<file path="config.mk">
export PLATFORM = sky130hd
export DESIGN_NAME = spi_cmd_master
export DESIGN_NICKNAME = d
export VERILOG_FILES = /design/src/rtl/spi_cmd_pkg.sv /design/src/rtl/spi_master_byte.sv /design/src/rtl/spi_cmd_master.sv
export SDC_FILE = /design/constraint.sdc
export NUM_CORES = 1
export LEC_CHECK = 0
export CORE_ASPECT_RATIO = 0.5
export CORE_MARGIN = 2
export CORE_UTILIZATION = 45
export DETAILED_ROUTE_END_ITERATION = 10
export PLACE_DENSITY = 0.66
export SLEW_MARGIN = 20
export SYNTH_ARGS = -nofsm -noshare
export SYNTH_HDL_FRONTEND = slang
export SYNTH_SLANG_ARGS = --single-unit
</file>
<file path="constraint.sdc">
create_clock -name clk -period 3 [get_ports clk]
set_input_delay 0.3 -clock clk [delete_from_list [all_inputs] [get_ports clk]]
set_output_delay 0.3 -clock clk [all_outputs]
set_load 0.005 [all_outputs]
</file>
<file path="src/rtl/spi_cmd_pkg.sv">
// Shared constants and types for the SPI command-protocol initiator.
// Opcodes, cmd_op encodings, frame kinds and FSM state codes.
package spi_cmd_pkg;

  localparam logic [7:0] OPC_SEND  = 8'h66;
  localparam logic [7:0] OPC_FETCH = 8'h77;
  localparam logic [7:0] OPC_CFG   = 8'h11;

  localparam logic [1:0] OP_SEND = 2'b01;
  localparam logic [1:0] OP_CFG  = 2'b10;

  localparam logic [2:0] ST_IDLE   = 3'd0;
  localparam logic [2:0] ST_LOAD   = 3'd1;
  localparam logic [2:0] ST_SHIFT  = 3'd2;
  localparam logic [2:0] ST_GAP    = 3'd3;
  localparam logic [2:0] ST_FINISH = 3'd4;

  typedef enum logic [1:0] {
    K_SEND,
    K_CFG,
    K_FETCH
  } kind_t;

endpackage

</file>
<file path="src/rtl/spi_master_byte.sv">
// SPI mode-0 byte shifter: one load shifts 8 bits MSB first.
// byte_done strobes in the cycle of the 8th falling SCLK edge.
module spi_master_byte #(
  parameter int CLK_DIV = 4
) (
  input  logic       clk,
  input  logic       reset,
  input  logic       load,
  input  logic [7:0] tx_byte,
  input  logic       miso,
  output logic       sclk,
  output logic       mosi,
  output logic [7:0] rx_byte,
  output logic       byte_done
);

  localparam int DW = $clog2(CLK_DIV);

  logic [DW-1:0] div;
  logic [2:0]    bit_cnt;
  logic [7:0]    tx_sh;
  logic          active;
  logic          tick;

  assign tick = active && (div == DW'(CLK_DIV - 1));
  assign byte_done = tick && sclk && (bit_cnt == 3'd7);

  always_ff @(posedge clk or posedge reset) begin
    if (reset) begin
      div     <= '0;
      bit_cnt <= '0;
      tx_sh   <= '0;
      active  <= 1'b0;
      sclk    <= 1'b0;
      mosi    <= 1'b0;
      rx_byte <= '0;
    end else if (load) begin
      div     <= '0;
      bit_cnt <= '0;
      tx_sh   <= tx_byte;
      active  <= 1'b1;
      sclk    <= 1'b0;
      mosi    <= tx_byte[7];
    end else if (active) begin
      div <= tick ? '0 : div + 1'b1;
      if (tick) begin
        sclk <= !sclk;
        if (!sclk) begin
          rx_byte <= {rx_byte[6:0], miso};
        end else begin
          bit_cnt <= bit_cnt + 3'd1;
          if (bit_cnt == 3'd7) begin
            active <= 1'b0;
          end else begin
            tx_sh <= {tx_sh[6:0], 1'b0};
            mosi  <= tx_sh[6];
          end
        end
      end
    end
  end

endmodule

</file>
<file path="src/rtl/spi_cmd_master.sv">
// Host-side SPI command initiator: send, config and irq-driven fetch.
// Frame FSM, gap timing, arbitration and irq synchronizer live here.
module spi_cmd_master
  import spi_cmd_pkg::*;
#(
  parameter int         CLK_DIV    = 4,
  parameter int         GAP_CYCLES = 16,
  parameter logic [7:0] DUMMY_BYTE = 8'h00
) (
  input  logic        clk,
  input  logic        reset,
  output logic        sclk,
  output logic        mosi,
  input  logic        miso,
  input  logic        irq_n,
  input  logic        cmd_start,
  input  logic [1:0]  cmd_op,
  input  logic [15:0] cmd_len,
  output logic        busy,
  output logic        src_rd,
  input  logic [7:0]  src_data,
  input  logic        rx_en,
  output logic [7:0]  rx_data,
  output logic        rx_valid,
  output logic        rx_first,
  output logic        done,
  output logic        cmd_err
);

  localparam int GW = $clog2(GAP_CYCLES + 1);

  logic [2:0]    state;
  kind_t         kind;
  logic [1:0]    hdr_idx;
  logic [1:0]    hdr_n;
  logic [15:0]   cnt;
  logic [15:0]   len;
  logic [GW-1:0] gap_cnt;
  logic          irq_meta;
  logic          irq_s;
  logic          rx_armed;
  logic          in_hdr;
  logic          first;
  logic          load;
  logic          byte_done;
  logic          cmd_ok;
  logic          fetch_req;
  logic [7:0]    hdr_byte;
  logic [7:0]    tx_byte;
  logic [7:0]    rx_byte;

  assign hdr_n  = (kind == K_CFG) ? 2'd3 : 2'd2;
  assign in_hdr = hdr_idx < hdr_n;
  assign first  = hdr_idx == 2'd0;
  assign load   = state == ST_LOAD;
  assign src_rd = load && !in_hdr && kind != K_FETCH;
  assign done   = state == ST_FINISH;
  assign busy   = !(state == ST_IDLE || done);

  assign cmd_ok =
    (cmd_op == OP_SEND && cmd_len != '0 && cmd_len <= 16'd255) ||
    (cmd_op == OP_CFG && cmd_len != '0);
  assign fetch_req = rx_en && !irq_s && rx_armed;

  always_comb begin
    hdr_byte = DUMMY_BYTE;
    unique case (kind)
      K_SEND:  hdr_byte = first ? OPC_SEND : len[7:0];
      K_CFG:   hdr_byte = first ? OPC_CFG :
                          (hdr_idx == 2'd1) ? len[15:8] : len[7:0];
      default: hdr_byte = first ? OPC_FETCH : DUMMY_BYTE;
    endcase
  end

  always_comb begin
    tx_byte = hdr_byte;
    if (!in_hdr) tx_byte = (kind == K_FETCH) ? DUMMY_BYTE : src_data;
  end

  spi_master_byte #(
    .CLK_DIV(CLK_DIV)
  ) u_byte (
    .clk      (clk),
    .reset    (reset),
    .load     (load),
    .tx_byte  (tx_byte),
    .miso     (miso),
    .sclk     (sclk),
    .mosi     (mosi),
    .rx_byte  (rx_byte),
    .byte_done(byte_done)
  );

  always_ff @(posedge clk or posedge reset) begin
    if (reset) begin
      state    <= ST_IDLE;
      kind     <= K_SEND;
      hdr_idx  <= '0;
      cnt      <= '0;
      len      <= '0;
      gap_cnt  <= '0;
      irq_meta <= 1'b1;
      irq_s    <= 1'b1;
      rx_armed <= 1'b1;
      rx_data  <= '0;
      rx_valid <= 1'b0;
      rx_first <= 1'b0;
      cmd_err  <= 1'b0;
    end else begin
      irq_meta <= irq_n;
      irq_s    <= irq_meta;
      rx_valid <= 1'b0;
      rx_first <= 1'b0;
      cmd_err  <= 1'b0;
      // a fetch clears this; only a high irq_s may re-arm it
      if (irq_s) rx_armed <= 1'b1;
      unique case (state)
        ST_IDLE, ST_FINISH: begin
          state   <= ST_IDLE;
          hdr_idx <= '0;
          cnt     <= '0;
          if (cmd_start) begin
            if (cmd_ok) begin
              kind  <= (cmd_op == OP_SEND) ? K_SEND : K_CFG;
              len   <= cmd_len;
              state <= ST_LOAD;
            end else begin
              cmd_err <= 1'b1;
            end
          end else if (fetch_req) begin
            kind     <= K_FETCH;
            len      <= '0;
            rx_armed <= 1'b0;
            state    <= ST_LOAD;
          end
        end
        ST_LOAD: state <= ST_SHIFT;
        ST_SHIFT: begin
          if (byte_done) begin
            state   <= ST_GAP;
            gap_cnt <= '0;
            if (in_hdr) hdr_idx <= hdr_idx + 2'd1;
            else        cnt <= cnt + 16'd1;
            if (kind == K_FETCH && !first) begin
              rx_valid <= 1'b1;
              rx_data  <= rx_byte;
              if (hdr_idx == 2'd1) begin
                rx_first <= 1'b1;
                len      <= {8'h00, rx_byte};
              end
            end
          end
        end
        ST_GAP: begin
          if (gap_cnt == GW'(GAP_CYCLES - 1)) begin
            state <= (in_hdr || cnt != len) ? ST_LOAD : ST_FINISH;
          end else begin
            gap_cnt <= gap_cnt + 1'b1;
          end
        end
        default: state <= ST_IDLE;
      endcase
    end
  end

endmodule

</file>
==> metrics.sh <==
CPLARGESTDELAYFAMILY='AND-OR/OR-AND gates'
WORST_SKEW_PAIR.LATE_LATENCY_NS=0.35
DRT-VIAS-PER-INSTANCE=5.41
WL_MET1_UM=5390
CPMAXSTAGEDELAYCELL='sky130_fd_sc_hd__or4_4'
CTS_INSERTED_BUFFERS=9
POSTSYNTH.TOPFLOPCELL='sky130_fd_sc_hd__dfrtp_1'
FIRST_PASS_GRT_WIRE_LENGTH_UM=17200
FP_UTIL_PCT=46.0
CRITICAL_PATH.STARTPOINT_TYPE='input port'
SYNTHESIS.INSTANCES=432
DIE_HEIGHT_UM=73.1
TOP_LEVEL_PORTS=48
GLOBALROUTETOTALUTIL_PCT=21.7
GRT_PASS1_VIAS=3286
PWR-SHARE-CLK_PCT=51.3
TIGHTESTPINTRANSITION_NS=0.906
RESULT_OF_THE_RUN='finished, final reports clean'
DP.FINAL_HPWL_UM=7430
MAX-CAP-VIOLATIONS=0
SWITCHING_SHARE_PCT=21.1
POSTSYNTH.ASYNCRESETSHARE_PCT=100
SYNTH.CELLS.MOST_FREQUENT='sky130_fd_sc_hd__dfrtp_1 (78), sky130_fd_sc_hd__nand2_1 (48), sky130_fd_sc_hd__nor2_1 (36), sky130_fd_sc_hd__xor2_1 (28), sky130_fd_sc_hd__nand3_1 (27)'
RR_STARTPOINT='u_byte.bit_cnt[0]$_DFFE_PP0P_'
WORSTPATHCELLLIST='clkdlybuf4s50_1, or4_4, o311a_1, a21o_4, o31ai_4, mux2_2'
COMB_POWER_SHARE_PCT=4.5
SYNTH_NETS=472
DRC=0
WARNINGS=27
SIMPLE_GATE_FRACTION_OF_SYNTH_AREA_PCT=19.8
YOSYS-MUX-AREA-FRACTION_PCT=11.0
SETUP.WORST_PATH.CLASS='in -> reg'
GRT_START_MAX_NET_PINS=46
INITIALDRTVIOLATIONCOUNT=194
DESIGN.DIE.AREA_MM2=0.0104
FIN_NETS=525
USE_MET3_PCT=5.77
FF2FF_SETUP_SLACK_NS=0.61
AREAGROWTHSYNTHTOFINISH_PCT=23.3
SYNTHESIS.AREA_PER_INSTANCE_UM2=9.95
PEAKVDDDROP_V=0.000280
SLEW_HEADROOM_PCT=39.0
POST_SYNTH_INSTANCE_AREA_MM2=0.00430
SYNTH_TOP_CELL_BY_COUNT='sky130_fd_sc_hd__dfrtp_1'
YOSYS_CELLS=432
FIN_TNS_SETUP_NS=0
POWERDENSITY_mW_PER_MM2=480
CRITICAL_PATH_ARRIVAL_NS=2.72
## final cells by class
class / instances / area (um2) / area share [%]
flip-flops and latches: 81 / 2030 / 38.3
clock buffers: 10 / 239 / 4.51
clock inverters: 6 / 115 / 2.17
multi-input cells: 317 / 2140 / 40.3
inverters: 17 / 65.1 / 1.23
well taps: 121 / 151 / 2.86
repair buffers: 59 / 561 / 10.6
## worst min path at each step
stage                                    end  slack [ns]  cells after the start
after floorplan           irq_meta$_DFF_PP1_        0.30                      0
after global placement       irq_s$_DFF_PP1_        0.35                      0
after detailed placement     irq_s$_DFF_PP1_        0.35                      0
after CTS                 irq_meta$_DFF_PP1_        0.35                      1
after global routing         irq_s$_DFF_PP1_        0.36                      0
final                     irq_meta$_DFF_PP1_        0.36                      1
## metrics by stage
step                      hold slack, ns  setup WS, ns  utilization [%]  cells  cell area, um2
after global placement             0.346         0.214             52.9    595            4940
after floorplan                    0.304         0.625                -    432            4300
after global routing               0.365         0.447             56.7    611            5300
final                              0.358         0.503             56.7    611            5300
after detailed placement           0.351         0.190             52.9    595            4940
after CTS                          0.350         0.533             56.7    611            5300
## power by group through the flow
stage | clock network [mW] | logic [mW] | registers (mW)
4_1_cts | 1.32 | 0.115 | 1.12
3_3_place_gp | 0 | 0.113 | 1.14
5_1_grt | 1.37 | 0.127 | 1.13
2_1_floorplan | 0 | 0.0519 | 1.14
6_report | 1.30 | 0.113 | 1.13
3_5_place_dp | 0 | 0.114 | 1.14
## state kept, by name, indices dropped and copies added (netlist names), 2 cells and up
name,count
u_byte.rx_byte,8
hdr_idx,2
gap_cnt,5
kind,2
state,3
rx_data,8
u_byte.bit_cnt,3
cnt,16
u_byte.div,2
len,16
u_byte.tx_sh,7
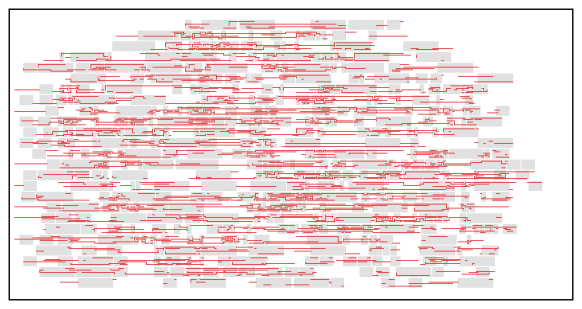
met1.png
Cells faint in the background.
longest straight run	33.6 um
main direction	horizontal
share of all routed wire	52%
nets with wire on the layer	485

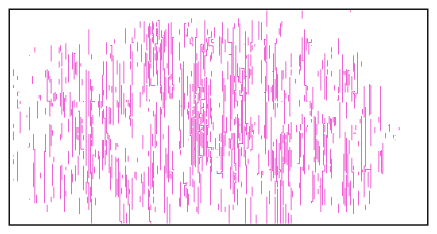
met2.png
main direction	vertical
share of all routed wire	42%
longest straight run	32.6 um
wire length on this layer	4330 um

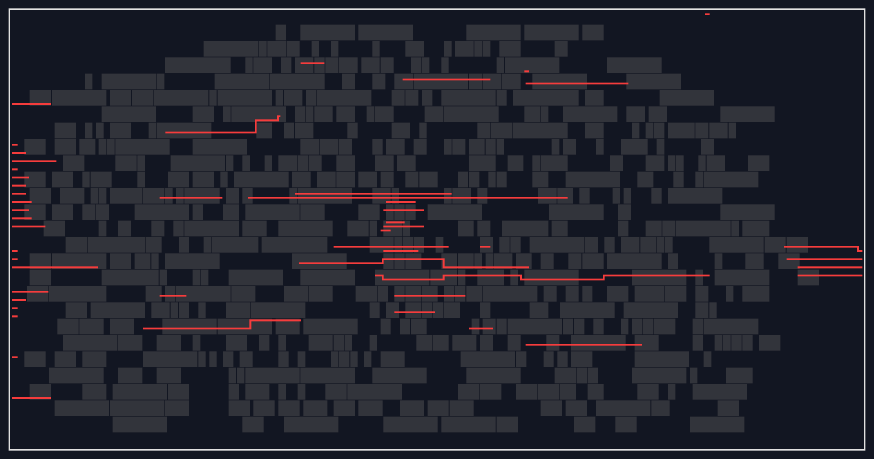
met3.png
Cells faint in the background.
longest straight run	52.9 um
main direction	horizontal

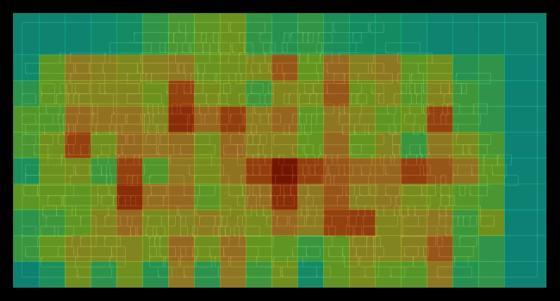
final_congestion.png
GRT met2 Usage: 30.5%
post-layout utilization of the core: 56.7%
met1 global-route usage: 32.9%
layer with the highest usage: met1
detailed-route wire length per cell: 16.8 um

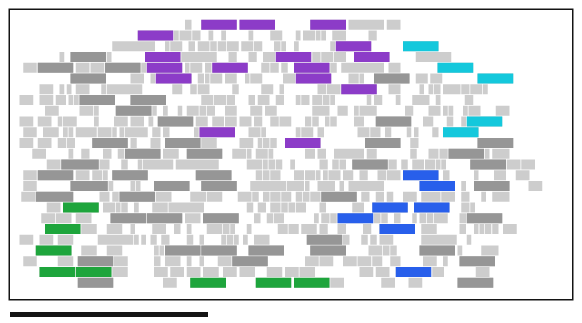
registers.png
Bar = 50 um. Other sequential cells in the stronger gray, the rest of the logic in the fainter gray.
color	name in the netlist	placed flops
green	rx_data	8
cyan	gap_cnt	5
blue	u_byte.tx_sh	7
purple	cnt	16
not colored	45

Power figures rest on the tool's default switching activity, not on a simulated workload.
